===== config.mk =====
export PLATFORM = sky130hd
export DESIGN_NAME = hbridge_deadtime_guard
export DESIGN_NICKNAME = d
export VERILOG_FILES = /design/src/rtl/hbridge_deadtime_guard.sv
export SDC_FILE = /design/constraint.sdc
export NUM_CORES = 1
export LEC_CHECK = 0
export ABC_AREA = 1
export CORE_MARGIN = 8
export CORE_UTILIZATION = 62
export DETAILED_ROUTE_END_ITERATION = 8
export DONT_BUFFER_PORTS = 1
export PLACE_DENSITY = 0.83
export SLEW_MARGIN = 20
export SYNTH_ARGS = -nofsm -noshare
export SYNTH_HDL_FRONTEND = slang
export SYNTH_SLANG_ARGS = --single-unit

===== constraint.sdc =====
create_clock -name clk -period 2.2 [get_ports clk]
set_clock_uncertainty 0.15 [all_clocks]
set_input_delay 0.66 -clock clk [delete_from_list [all_inputs] [get_ports clk]]
set_output_delay 0.66 -clock clk [all_outputs]
set_load 0.005 [all_outputs]

===== src/rtl/hbridge_deadtime_guard.sv =====
// hbridge_deadtime_guard: shoot-through-safe H-bridge command guard with dead-time and latched estop
module hbridge_deadtime_guard #(
  parameter int DEADTIME_CYCLES = 100000,
  parameter int SYNC_STAGES = 2
) (
  input  logic       clk,
  input  logic       rst,
  input  logic       cmd_in3,
  input  logic       cmd_in4,
  input  logic       cmd_enb,
  input  logic       estop,
  output logic       motor_in3,
  output logic       motor_in4,
  output logic       motor_enb,
  output logic [1:0] dir_state,
  output logic       busy,
  output logic       fault,
  output logic       illegal_cmd
);
  localparam int CW = $clog2(DEADTIME_CYCLES + 1);
  localparam logic [CW-1:0] RELOAD = CW'(DEADTIME_CYCLES - 1);
  typedef enum logic [2:0] {COAST, FWD, REV, DEAD, ESTOP} state_t;
  state_t state_q, state_d, cmd_st;
  logic [CW-1:0] cnt_q, cnt_d;
  logic [SYNC_STAGES-1:0] sync_q;
  logic in3_q, in4_q, enb_q, busy_q, fault_q, ill_q;
  logic estop_s, fwd_c, rev_c;
  assign estop_s = sync_q[SYNC_STAGES-1];
  assign fwd_c = cmd_in3 & ~cmd_in4;
  assign rev_c = ~cmd_in3 & cmd_in4;
  assign cmd_st = fwd_c ? FWD : rev_c ? REV : COAST;
  always_comb begin
    state_d = state_q;
    cnt_d = cnt_q;
    if (estop_s) state_d = ESTOP;
    else case (state_q)
      COAST: state_d = cmd_st;
      FWD: if (!fwd_c) begin
        state_d = DEAD;
        cnt_d = RELOAD;
      end
      REV: if (!rev_c) begin
        state_d = DEAD;
        cnt_d = RELOAD;
      end
      DEAD: if (cnt_q == '0) state_d = cmd_st;
            else cnt_d = cnt_q - 1'b1;
      // re-arming requires an explicit stop, then a full dead-time
      ESTOP: if (cmd_st == COAST) begin
        state_d = DEAD;
        cnt_d = RELOAD;
      end
      default: state_d = COAST;
    endcase
  end
  always_ff @(posedge clk) begin
    if (rst) begin
      state_q <= COAST;
      cnt_q <= '0;
      sync_q <= '0;
      in3_q <= 1'b0;
      in4_q <= 1'b0;
      enb_q <= 1'b0;
      busy_q <= 1'b0;
      fault_q <= 1'b0;
      ill_q <= 1'b0;
    end else begin
      state_q <= state_d;
      cnt_q <= cnt_d;
      sync_q <= {sync_q[SYNC_STAGES-2:0], estop};
      in3_q <= state_d == FWD;
      in4_q <= state_d == REV;
      enb_q <= (state_d == FWD || state_d == REV) & cmd_enb;
      busy_q <= state_d == DEAD;
      fault_q <= state_d == ESTOP;
      ill_q <= ill_q | (cmd_in3 & cmd_in4);
    end
  end
  assign motor_in3 = in3_q;
  assign motor_in4 = in4_q;
  assign motor_enb = enb_q;
  assign dir_state = {in3_q, in4_q};
  assign busy = busy_q;
  assign fault = fault_q;
  assign illegal_cmd = ill_q;
endmodule


Figure 1. Port wiring (run 1).
Drawn at 6 px/um.
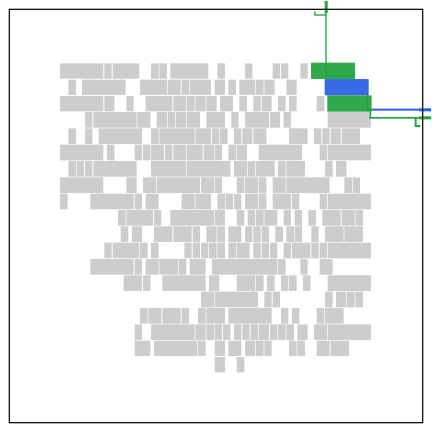
Key: green = `dir_state` [bits 2, direction output, end cells 2, buffers 0, wire 29.4 um]; blue = `motor_enb` [bits 1, direction output, end cells 1, buffers 0, wire 11.6 um]
input/output buffers: 0
IO Pins: 14

Figure 2. Clock wires, drivers and flops (run 1).
Drawn at 6 px/um.
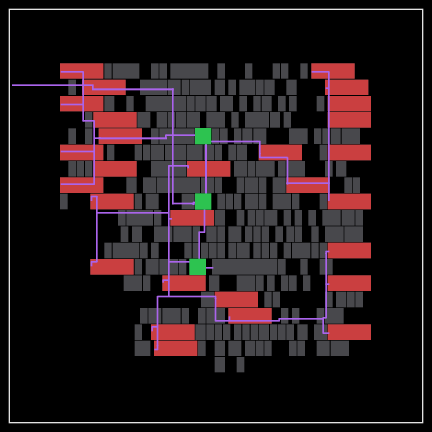
Key: red = flip-flops [count 28]; green = clock-net drivers [count 3]; purple = clock wires [length 306 um]
There are 4 routed clock nets.
Late-Pin Clk Latency: 330 ps
clock network power: 0.000338 W
clock share of power: 15.9%

==> metrics.yaml, run 1 <==
netlist-cell-type-count: 31
worstSetupEndpointType: "flip-flop"
track_usage_pct: 16.4
overflow: 0
path_clk_slew_ps: 150
cp_slowest_cell: "dfxtp_1"
drt-initial-drc-count: 93
seq_power_share_pct: 32.9
signal_buffers: 2
grt_util_met1_pct: 20.9
setup-violations-final: 0
yosysWarnings: 0
met3_usage_pct: 2.75
status: "finished clean"
place_inst: 274
drive_above_1_share_pct: 18.2
swShare_pct: 44.1
ys_cells: 249
n_tap_cell: 31
avgSynthCellArea_um2: 6.90
cts_max_level: 1
reg2reg_depth: 10
crit_type: "reg -> reg"
die_area_mm2: 0.00471
cp.depth: 10
report.final.slew_viol_count: 0
hold_viol: 0
viasPerCell: 5.36
ys_seq_share_pct: 32.6
grt_use_met2_pct: 26.7
comb_area_mm2: 0.00102
worstMarginPinSlew_ps: 434
whs_ps: 219
vias: 1490
core-area_mm2: 0.00269
rows: 19
grt_pass1_vias: 1366
drc_errors: 0
crit_chain: "inv_1 -> ha_1 -> inv_1 -> nor2_1 -> nand2_1 -> nor2_2 -> nand2_4 -> o21ai_4 -> nand2_1 -> a21oi_2"
synth_nets: 260
clockBufferDepth: 2
cts-root-buf: "clkbuf_4"
p_per_area_mw_per_mm2: 1190
dpl.hpwl_um: 2550
max_freq_mhz: 517
netlist_area_mm2: 0.00172
clock_cell_area_share_pct: 2.95
die_w_um: 68.6
grt_pass1_wl_um: 6020
netlist.area_leader.share_pct: 32.6
path_delay_family: "simple AND/OR/NAND/NOR gates"
multiInputCombCellCount: 191
sh_seq_area_pct: 31.5
slew_headroom_pct: 71.0
cts.sinks: 28
postCtsSetupBuffers: 0
gr-max-usage-layer: "met2"
netlist_instances: 249
combinationalPowerShare_pct: 51.2
slowest_delay_ps: 370
antenna_found_initial: 0
fp_util_pct: 63.9
gp_congestion: 0.901
drt-pass1-iter-count: 4
cts_tree: "yes"
final_cell_count_no_fill: 278
Figure 3. Placement by cell class (run 1).
Drawn at 4 px/um.
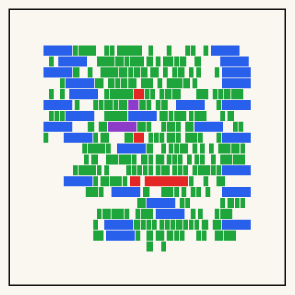
Key: blue = registers [cells 28, share of their area 32%]; purple = remaining buffers and delay cells [cells 2, share of their area 1.6%]; green = remaining logic cells [cells 213, share of their area 63%]; red = clock drivers and dummy loads [cells 4, share of their area 3.0%]

==> run 1: final timing paths <==
check / from / endpoint / slack (ps)
max: cnt_q[0] / cnt_q[7] / 270
min: rst / cnt_q[2] / 220
max reg2reg: cnt_q[0] / cnt_q[7] / 270
min reg2reg: sync_q[0] / sync_q[1] / 270
==> run 1: routing by layer <==
layer	part of all wire [%]	up-vias
li1	-	773
met1	43	650
met2	47	59
met3	8.2	8
met4	2.0	0
met5	0	-
==> run 1: registers in the layout (all words and copies together) (netlist names) <==
register	cells
motor_in3	1
fault	1
sync_q	2
motor_enb	1
cnt_q	17
state_q	3
illegal_cmd	1
busy	1
motor_in4	1
==> run 1: stage by stage <==
stage / setup slack (ps) / instance area (um2) / util, % / total power (W)
2_1_floorplan: 242 / 1720 / - / 0.00160
3_3_place_gp: 221 / 1730 / 64.3 / 0.00173
3_5_place_dp: 144 / 1730 / 64.3 / 0.00176
4_1_cts: 286 / 1780 / 66.2 / 0.00211
5_1_grt: 83.8 / 1780 / 66.2 / 0.00230
6_report: 265 / 1780 / 66.2 / 0.00212
==> run 1: cells in the mapped netlist <==
cell / n
nand3_2: 1
nand3_4: 1
ha_1: 5
buf_6: 1
nor3_4: 1
o21ai_1: 2
nand2_2: 12
o21ai_2: 1
nor3_1: 1
o21ai_4: 1
clkbuf_1: 2
a21oi_1: 8
nand2_1: 60
buf_4: 2
nand3b_1: 2
nand2_4: 1
inv_1: 21
or2_2: 4
nor2_2: 6
buf_2: 1
dfxtp_1: 28
buf_8: 1
a21oi_2: 10
nand4_1: 5
inv_2: 1
nor2_1: 46
xnor2_1: 3
xor2_1: 5
buf_1: 1
o21ai_0: 3
nand3_1: 13
==> run 1: power by group through the flow <==
stage               Sequential [W]  Clock, W  Combinational (W)
finish                    0.000697  0.000338            0.00108
global route              0.000713  0.000362            0.00122
CTS                       0.000696  0.000341            0.00108
detailed placement        0.000706         0            0.00105
global placement          0.000705         0            0.00103
floorplan                 0.000681         0           0.000919
==> run 1: layout by cell type, fill, tap and decap left out, types with 2 or more instances in the layout <==
| cell type | synthesis | routed |
|---|---|---|
| a21oi_1 | 8 | 8 |
| a21oi_2 | 10 | 10 |
| clkbuf_4 | 0 | 3 |
| dfxtp_1 | 28 | 28 |
| ha_1 | 5 | 5 |
| inv_1 | 21 | 21 |
| nand2_1 | 60 | 60 |
| nand2_2 | 12 | 12 |
| nand3_1 | 13 | 13 |
| nand3b_1 | 2 | 2 |
| nand4_1 | 5 | 5 |
| nor2_1 | 46 | 46 |
| nor2_2 | 6 | 6 |
| o21ai_0 | 3 | 3 |
| o21ai_1 | 2 | 2 |
| or2_2 | 4 | 4 |
| xnor2_1 | 3 | 3 |
| xor2_1 | 5 | 5 |
==> run 1: kinds of logic after synthesis <==
| family | Yosys count | synth area share (%) |
|---|---|---|
| AOI/OAI and AO/OA | 25 | 10.3 |
| xor gates and xnor gates | 8 | 4.08 |
| adders and majority gates | 5 | 3.64 |
| buffers and inverters | 30 | 8.16 |
| DFF | 28 | 32.6 |
| and+or+nand+nor | 153 | 41.2 |
Figure 4. Met3 routing (run 1).
Drawn at 6 px/um.
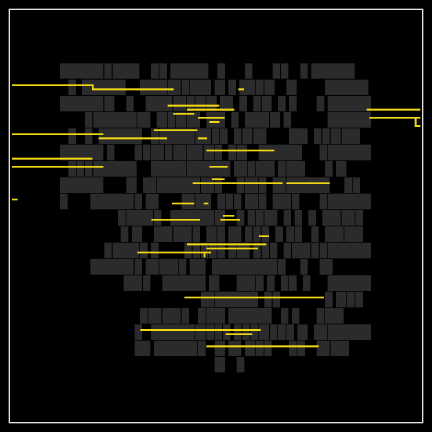

==> run 2, diff against run 1 <==
--- a/config.mk
+++ b/config.mk
@@ -5,12 +5,11 @@
 export SDC_FILE = /design/constraint.sdc
 export NUM_CORES = 1
 export LEC_CHECK = 0
-export ABC_AREA = 1
 export CORE_MARGIN = 8
-export CORE_UTILIZATION = 62
+export CORE_UTILIZATION = 50
 export DETAILED_ROUTE_END_ITERATION = 8
 export DONT_BUFFER_PORTS = 1
-export PLACE_DENSITY = 0.83
+export PLACE_DENSITY = 0.7
 export SLEW_MARGIN = 20
 export SYNTH_ARGS = -nofsm -noshare
 export SYNTH_HDL_FRONTEND = slang
Figure 5. Met3 routing (run 2).
Drawn at 4 px/um.
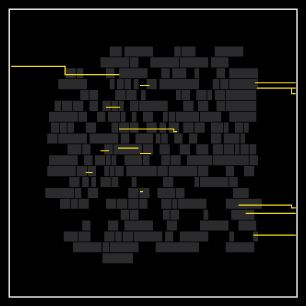
The layer carries 119 um of wire. 11 nets have wire on it. The longest straight run is 13.6 um.
M3 GR Usage: 3.35%
vias: 1323
final wirelength: 3280 um

Figure 6. Clock wires, drivers and flops (run 2).
Drawn at 6 px/um.
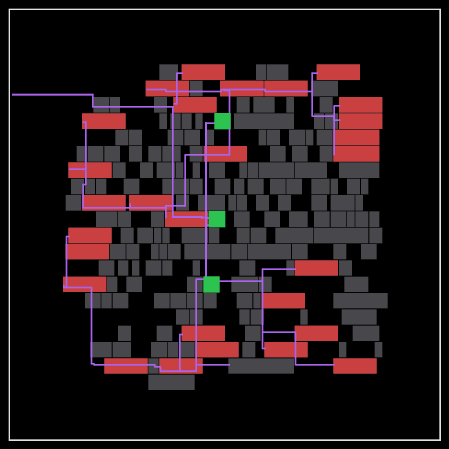
Key: red = flip-flops [count 28]; purple = clock wires [length 330 um]; green = clock-net drivers [count 3]
There are 4 routed clock nets. Position of the flops: all over the die.
clock network power: 0.000337 W
clock share of power: 17.9%

Figure 7. Port wiring (run 2).
Drawn at 6 px/um.
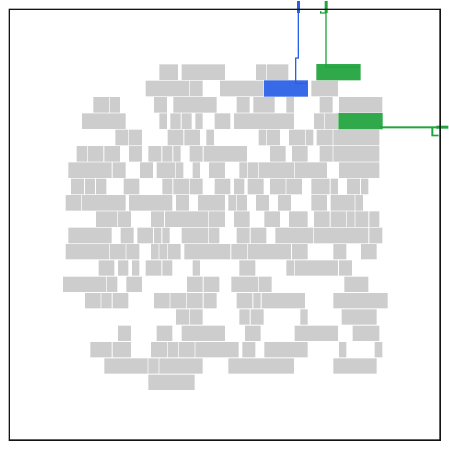
Key: green = `dir_state` [bits 2, direction output, end cells 2, buffers 0, wire 27.9 um]; blue = `motor_enb` [bits 1, direction output, end cells 1, buffers 0, wire 14.3 um]

==> run 2 against run 1 <==
Setup slack got worse by 160 ps. First-iteration DRC count decreased by 29%. Clock power about the same. Critical endpoint is now cnt_q[2]. Largest power group unchanged.
==> metrics.yaml, run 2 <==
drt-pass1-iter-count: 4
p_per_area_mw_per_mm2: 1040
grt_pass1_wl_um: 5600
diodes: 0
avgSynthCellArea_um2: 8.87
area_leaders: "dfxtp_1, o31ai_1, or4_1, a31oi_1, ha_1"
postCtsHoldBufs: 0
synth-seq-cells: 28
reg_top3: "cnt_q x17, state_q x3, sync_q x2"
crit_chain: "nor4_4 -> nand4_1 -> o211ai_1 -> buf_4 -> o21ai_0 -> a31oi_1"
drt-initial-drc-count: 66
netlist-cell-type-count: 45
tns_ps: 0
worstMarginPinSlew_ps: 479
startpoint_type: "flip-flop"
arrival_ps: 2220
crit_type: "reg -> reg"
setup-violations-final: 0
common_cells: "dfxtp_1, nor2_1, a31oi_1, or3_1"
dpl_cell_area_mm2: 0.00174
ys_async_sr_fraction_pct: 0
nets: 199
yosys_area_mm2: 0.00154
antenna_found_initial: 0
ys_cells: 174
portBuffers: 0
hold_viol: 0
layout.cells.most_common: "dfxtp_1"
status: "finished clean"
die_w_um: 71.6
p_leak_nw: 0.679
enable_flop_cells: 0
rows: 20
regMostFlops: "cnt_q"
overflow: 0
netlist_instances: 174
drive_above_1_share_pct: 25.7
report.final.slew_viol_count: 0
lay_top_cells: "dfxtp_1, buf_4, nor2_1"
grt_max_degree: 21
core-area_mm2: 0.00300
slowest_delay_ps: 450
min_path_type: "in -> reg"
ys_seq_share_pct: 36.3
io_pins: 14
netlist.area_leader.share_pct: 36.3
netlist_area_mm2: 0.00154
grt_pass1_vias: 1268
final_cell_count_no_fill: 220
place_inst: 215
yosysWarnings: 0
die_h_um: 71.6
cp_slowest_cell: "o211ai_1"
cts-root-buf: "clkbuf_4"
ant_nets: 0
clockBufferDepth: 2
gp_congestion: 0.868
finalCriticalPeriod_ps: 2100
track_usage_pct: 13.2
final_util_pct: 60.3
largest_reg_flops: 17
cts_tree: "yes"
cts.sinks: 28
whs_ps: 223
cap_violations: 0
cts_max_level: 1
path_clk_slew_ps: 150
worstSetupEndpointType: "flip-flop"
drc_errors: 0
openroad.warnings: 31
die_area_mm2: 0.00512
top_cell: "dfxtp_1"
syn_to_final_growth_pct: 17.3
viasPerCell: 6.01
slew_headroom_pct: 67.9
ff_type: "dfxtp_1"
stdcell_area_mm2: 0.00181
synth_nets: 185
insertion_delay_ps: 330
max_freq_mhz: 477
dpl.hpwl_um: 2480
fp_util_pct: 51.4
[run 2: cell count changes after synthesis, moves of 10 or more]
| cell | delta |
|---|---|
| nand2_1 | -51 |
| nor2_1 | -35 |
| a31oi_1 | +10 |
| inv_1 | -12 |
| nand2_2 | -12 |
| or3_1 | +10 |
| a21oi_2 | -10 |
[run 2: worst paths after layout]
| check | from | end | slack, ps | cells past startpoint |
|---|---|---|---|---|
| hold / removal | rst | sync_q[0] | 220 | 1 |
| hold reg to reg | sync_q[0] | sync_q[1] | 310 | 1 |
| setup / recovery | cnt_q[10] | cnt_q[2] | 100 | 6 |
| setup reg to reg | cnt_q[10] | cnt_q[2] | 100 | 6 |
[run 2: kinds of logic (layout without fill, tap and decap cells)]
logic type	after synthesis	after routing	synth area share [%]
AND-OR/OR-AND	48	48	24.3
buffers and inverters	19	32	5.83
adder cells (fa/ha/maj)	5	5	4.05
multiplexers	1	1	0.648
AND/OR/NAND/NOR	73	73	28.8
flip-flops	28	28	36.3
[run 2: what timing repair did]
action                     4_1_cts  5_1_grt
buffers inserted                 0        1
setup endpoints to repair        0       14
gates resized                    0        4
[run 2: through the flow]
| step | total power, W | setup WS (ps) |
|---|---|---|
| finish | 0.00188 | 103 |
| detailed placement | 0.00153 | -147 |
| global route | 0.00202 | -22.7 |
| global placement | 0.00149 | -98.5 |
| CTS | 0.00187 | 35.3 |
| floorplan | 0.00130 | -17.8 |
[run 2: power by group]
part	switching, W	internal [W]	total [W]
registers	0.000105	0.000606	0.000710
logic	0.000450	0.000386	0.000836
clock network	0.000153	0.000184	0.000337
[run 2: worst max-delay path, delay by kind of cell, from the launching register on]
kind	cells	cell delay, ps
AND-OR/OR-AND	3	700
AND/OR/NAND/NOR	2	560
flip-flops	1	390
buffers and inverters	1	230
[run 2: final cells by class]
type	count	area, um2	area share, %
clock buffer	3	22.5	1.24
clock inverter	1	30.0	1.66
inverter	9	56.3	3.11
multi-input combinational	127	943	52.1
sequential	28	563	31.1
tap	33	41.3	2.28
timing repair buffer	19	155	8.56
[run 2: layer usage]
layer / track usage, % / up-vias / part of all wire, %
li1: - / 675 / -
met1: 16.2 / 626 / 46
met2: 21.1 / 17 / 49
met3: 3.35 / 5 / 3.6
met4: 6.12 / 0 / 1.3
met5: 0 / - / 0
Figure 8. Clock nets (run 2).
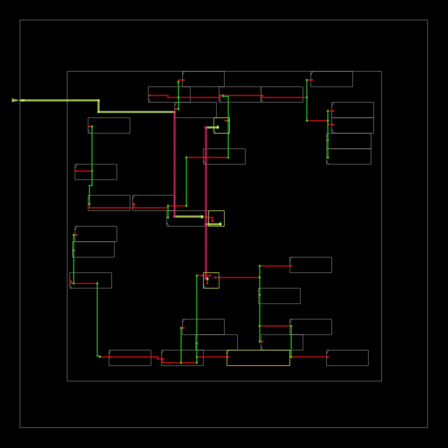

==> run 3, diff against run 2 <==
--- a/config.mk
+++ b/config.mk
@@ -5,12 +5,13 @@
 export SDC_FILE = /design/constraint.sdc
 export NUM_CORES = 1
 export LEC_CHECK = 0
+export CELL_PAD_IN_SITES_DETAIL_PLACEMENT = 1
+export CELL_PAD_IN_SITES_GLOBAL_PLACEMENT = 2
 export CORE_MARGIN = 8
-export CORE_UTILIZATION = 50
+export CORE_UTILIZATION = 38
 export DETAILED_ROUTE_END_ITERATION = 8
 export DONT_BUFFER_PORTS = 1
-export PLACE_DENSITY = 0.7
-export SLEW_MARGIN = 20
+export PLACE_DENSITY = 0.82
 export SYNTH_ARGS = -nofsm -noshare
 export SYNTH_HDL_FRONTEND = slang
 export SYNTH_SLANG_ARGS = --single-unit
Figure 9. Clock nets (run 3).
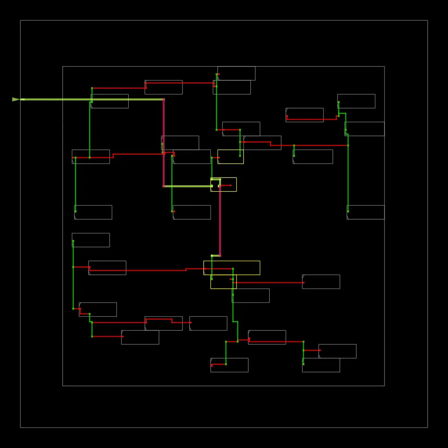
Flops: 28
clock sinks: 28
clock network power: 0.000420 W
Late-Pin Clk Latency: 280 ps
CTS buffer count: 3

Figure 10. Met3 routing (run 3).
Drawn at 4 px/um.
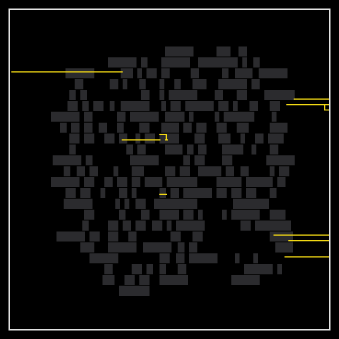
The layer carries 97.2 um of wire. The wires run mostly horizontal. The layer holds 2.4% of the routed length. 7 nets have wire on it.

Figure 11. Clock wires, drivers and flops (run 3).
Drawn at 6 px/um.
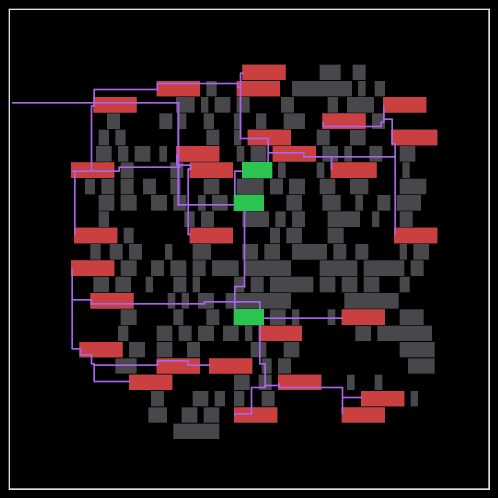
Key: purple = clock wires [length 394 um]; red = flip-flops [count 28]; green = clock-net drivers [count 3]
There are 4 routed clock nets.
clock share of power: 21.1%

==> run 3 against run 2 <==
Worst hold slack better by 59 ps. Combinational power up 2.6%. Global-route usage down 0.096 points. Fmax up 1.6%. Clock-buffer cell count unchanged. Die area up 24%. Critical path type unchanged. Via count up 1.7%. Critical endpoint is now cnt_q[13]. Non-clock buffer count down 1. Final area up 1.9%. Highest routed layer unchanged.
==> metrics.yaml, run 3 <==
status: "finished clean"
worstMarginPinSlew_ps: 473
rows: 23
syn_to_final_growth_pct: 19.5
p_per_area_mw_per_mm2: 1080
fp_util_pct: 39.2
cp_data_required_time_ps: 2230
grt_pass1_wl_um: 6850
dp_slack_ps: -190
die_w_um: 79.7
openroad.warnings: 30
top_cell: "dfxtp_1"
ys_cells: 174
r2r-end: "cnt_q[13]"
dpl.hpwl_um: 2990
cts-root-buf: "clkbuf_8"
synth-seq-cells: 28
drt-pass1-iter-count: 4
die_h_um: 79.7
common_cells: "dfxtp_1, nor2_1, a31oi_1, or3_1"
io_pins: 14
yosysTopAreaCell: "dfxtp_1"
portBuffers: 0
reg2reg_depth: 5
area_leaders: "dfxtp_1, o31ai_1, or4_1, a31oi_1, ha_1"
r2r_setup_slack_ps: 130
largest_reg_flops: 17
ys_async_sr_fraction_pct: 0
grt_max_degree: 21
vias: 1345
setup-violations-final: 0
routed_wl_um: 4000
path_clk_slew_ps: 110
postCtsHoldBufs: 0
clockBufferDepth: 2
finalCriticalPeriod_ps: 2070
report.final.slew_viol_count: 0
cap_violations: 0
netlist-cell-type-count: 45
track_usage_pct: 13.1
grt_pass1_vias: 1470
avgRoutedWirePerCell_um: 17.0
hold_viol: 0
cts_tree: "yes"
startpoint_type: "flip-flop"
ant_nets: 0
yosysWarnings: 0
drt-initial-drc-count: 45
enable_flop_cells: 0
finalCritPeriodShare_pct: 93.9
cts_max_level: 1
ys_seq_share_pct: 36.3
overflow: 0
antenna_found_initial: 0
crit_type: "reg -> reg"
nets: 198
die_area_mm2: 0.00636
layout.cells.most_common: "dfxtp_1"
worstReg2RegStart: "cnt_q[8]"
worst_slack_ps: 135
core-area_mm2: 0.00394
slew_headroom_pct: 68.5
p_leak_nw: 0.682
diodes: 0
vdd_drop_max_uv: 420
cp_max_fo: 5
drc_errors: 0
min_path_type: "in -> reg"
max_freq_mhz: 484
power.total_w: 0.00199
gp_congestion: 0.734
worstHoldStart: "rst"
final_util_pct: 46.8
yosys_area_mm2: 0.00154
tns_ps: 0
regMostFlops: "cnt_q"
ff_type: "dfxtp_1"
place_inst: 232
netlist_area_mm2: 0.00154
viasPerCell: 5.70
drive_above_1_share_pct: 25.3
lay_top_cells: "dfxtp_1, buf_4, nor2_1"
critPathLaunch: "cnt_q[8]"
synth_nets: 185
final_cell_count_no_fill: 236
arrival_ps: 2100
worstSetupEndpointType: "flip-flop"
netlist.area_leader.share_pct: 36.3
reg_top3: "cnt_q x17, state_q x3, sync_q x2"
avgSynthCellArea_um2: 8.87
crit_end: "cnt_q[13]"
rsz0062_at_grt: "no"
netlist_instances: 174
[run 3: power by group]
group / internal (W) / switching [W]
sequential: 0.000606 / 0.000107
combinational: 0.000382 / 0.000476
clock: 0.000244 / 0.000176
[run 3: stage by stage]
stage,instance area (um2),hold slack [ps]
global placement,1760,269
finish,1850,282
floorplan,1610,264
CTS,1830,274
detailed placement,1760,294
global route,1850,270
[run 3: layer usage]
layer	up-vias	global-route usage, %	routed length (um)
met2	9	24.6	2060
li1	669	-	-
met3	4	1.91	97
met1	663	15.0	1820
met4	0	3.27	30
met5	-	0	0
[run 3: how the worst min path moves through the flow]
stage | endpoint | slack, ps | cells after the start
2_1_floorplan | sync_q[1] | 260 | 1
3_5_place_dp | sync_q[1] | 290 | 1
4_1_cts | cnt_q[2] | 270 | 1
5_1_grt | cnt_q[2] | 270 | 1
6_report | sync_q[0] | 280 | 1
3_3_place_gp | sync_q[1] | 270 | 1
[run 3: timing repair]
action	in CTS	in global routing
resized	0	4
setup endpoints to repair	0	13
hold endpoints to repair	0	0
buffers inserted	0	0
[run 3: kinds of logic (layout without fill, tap and decap cells)]
family	after synthesis	after routing	share of synthesized area, %
fa+ha+maj	5	5	4.05
flops	28	28	36.3
compound gates	48	48	24.3
buf+inv	19	31	5.83
mux	1	1	0.648
simple gates	73	73	28.8
[run 3: layout make-up]
class                      count  area (um2)
multi-input combinational    127         945
clock inverter                 1        30.0
inverter                       9        56.3
clock buffer                   3        41.3
fill                         451        2100
sequential                    28         563
tap                           50        62.6
timing repair buffer          18         148
[run 3: critical path: stages, from the launching register on]
cell,delay [ps]
dfxtp_1,340
nor2_1,330
nand3_1,220
or4_1,470
o31a_1,260
o21ba_2,200
Power and IR drop assume default switching activity.
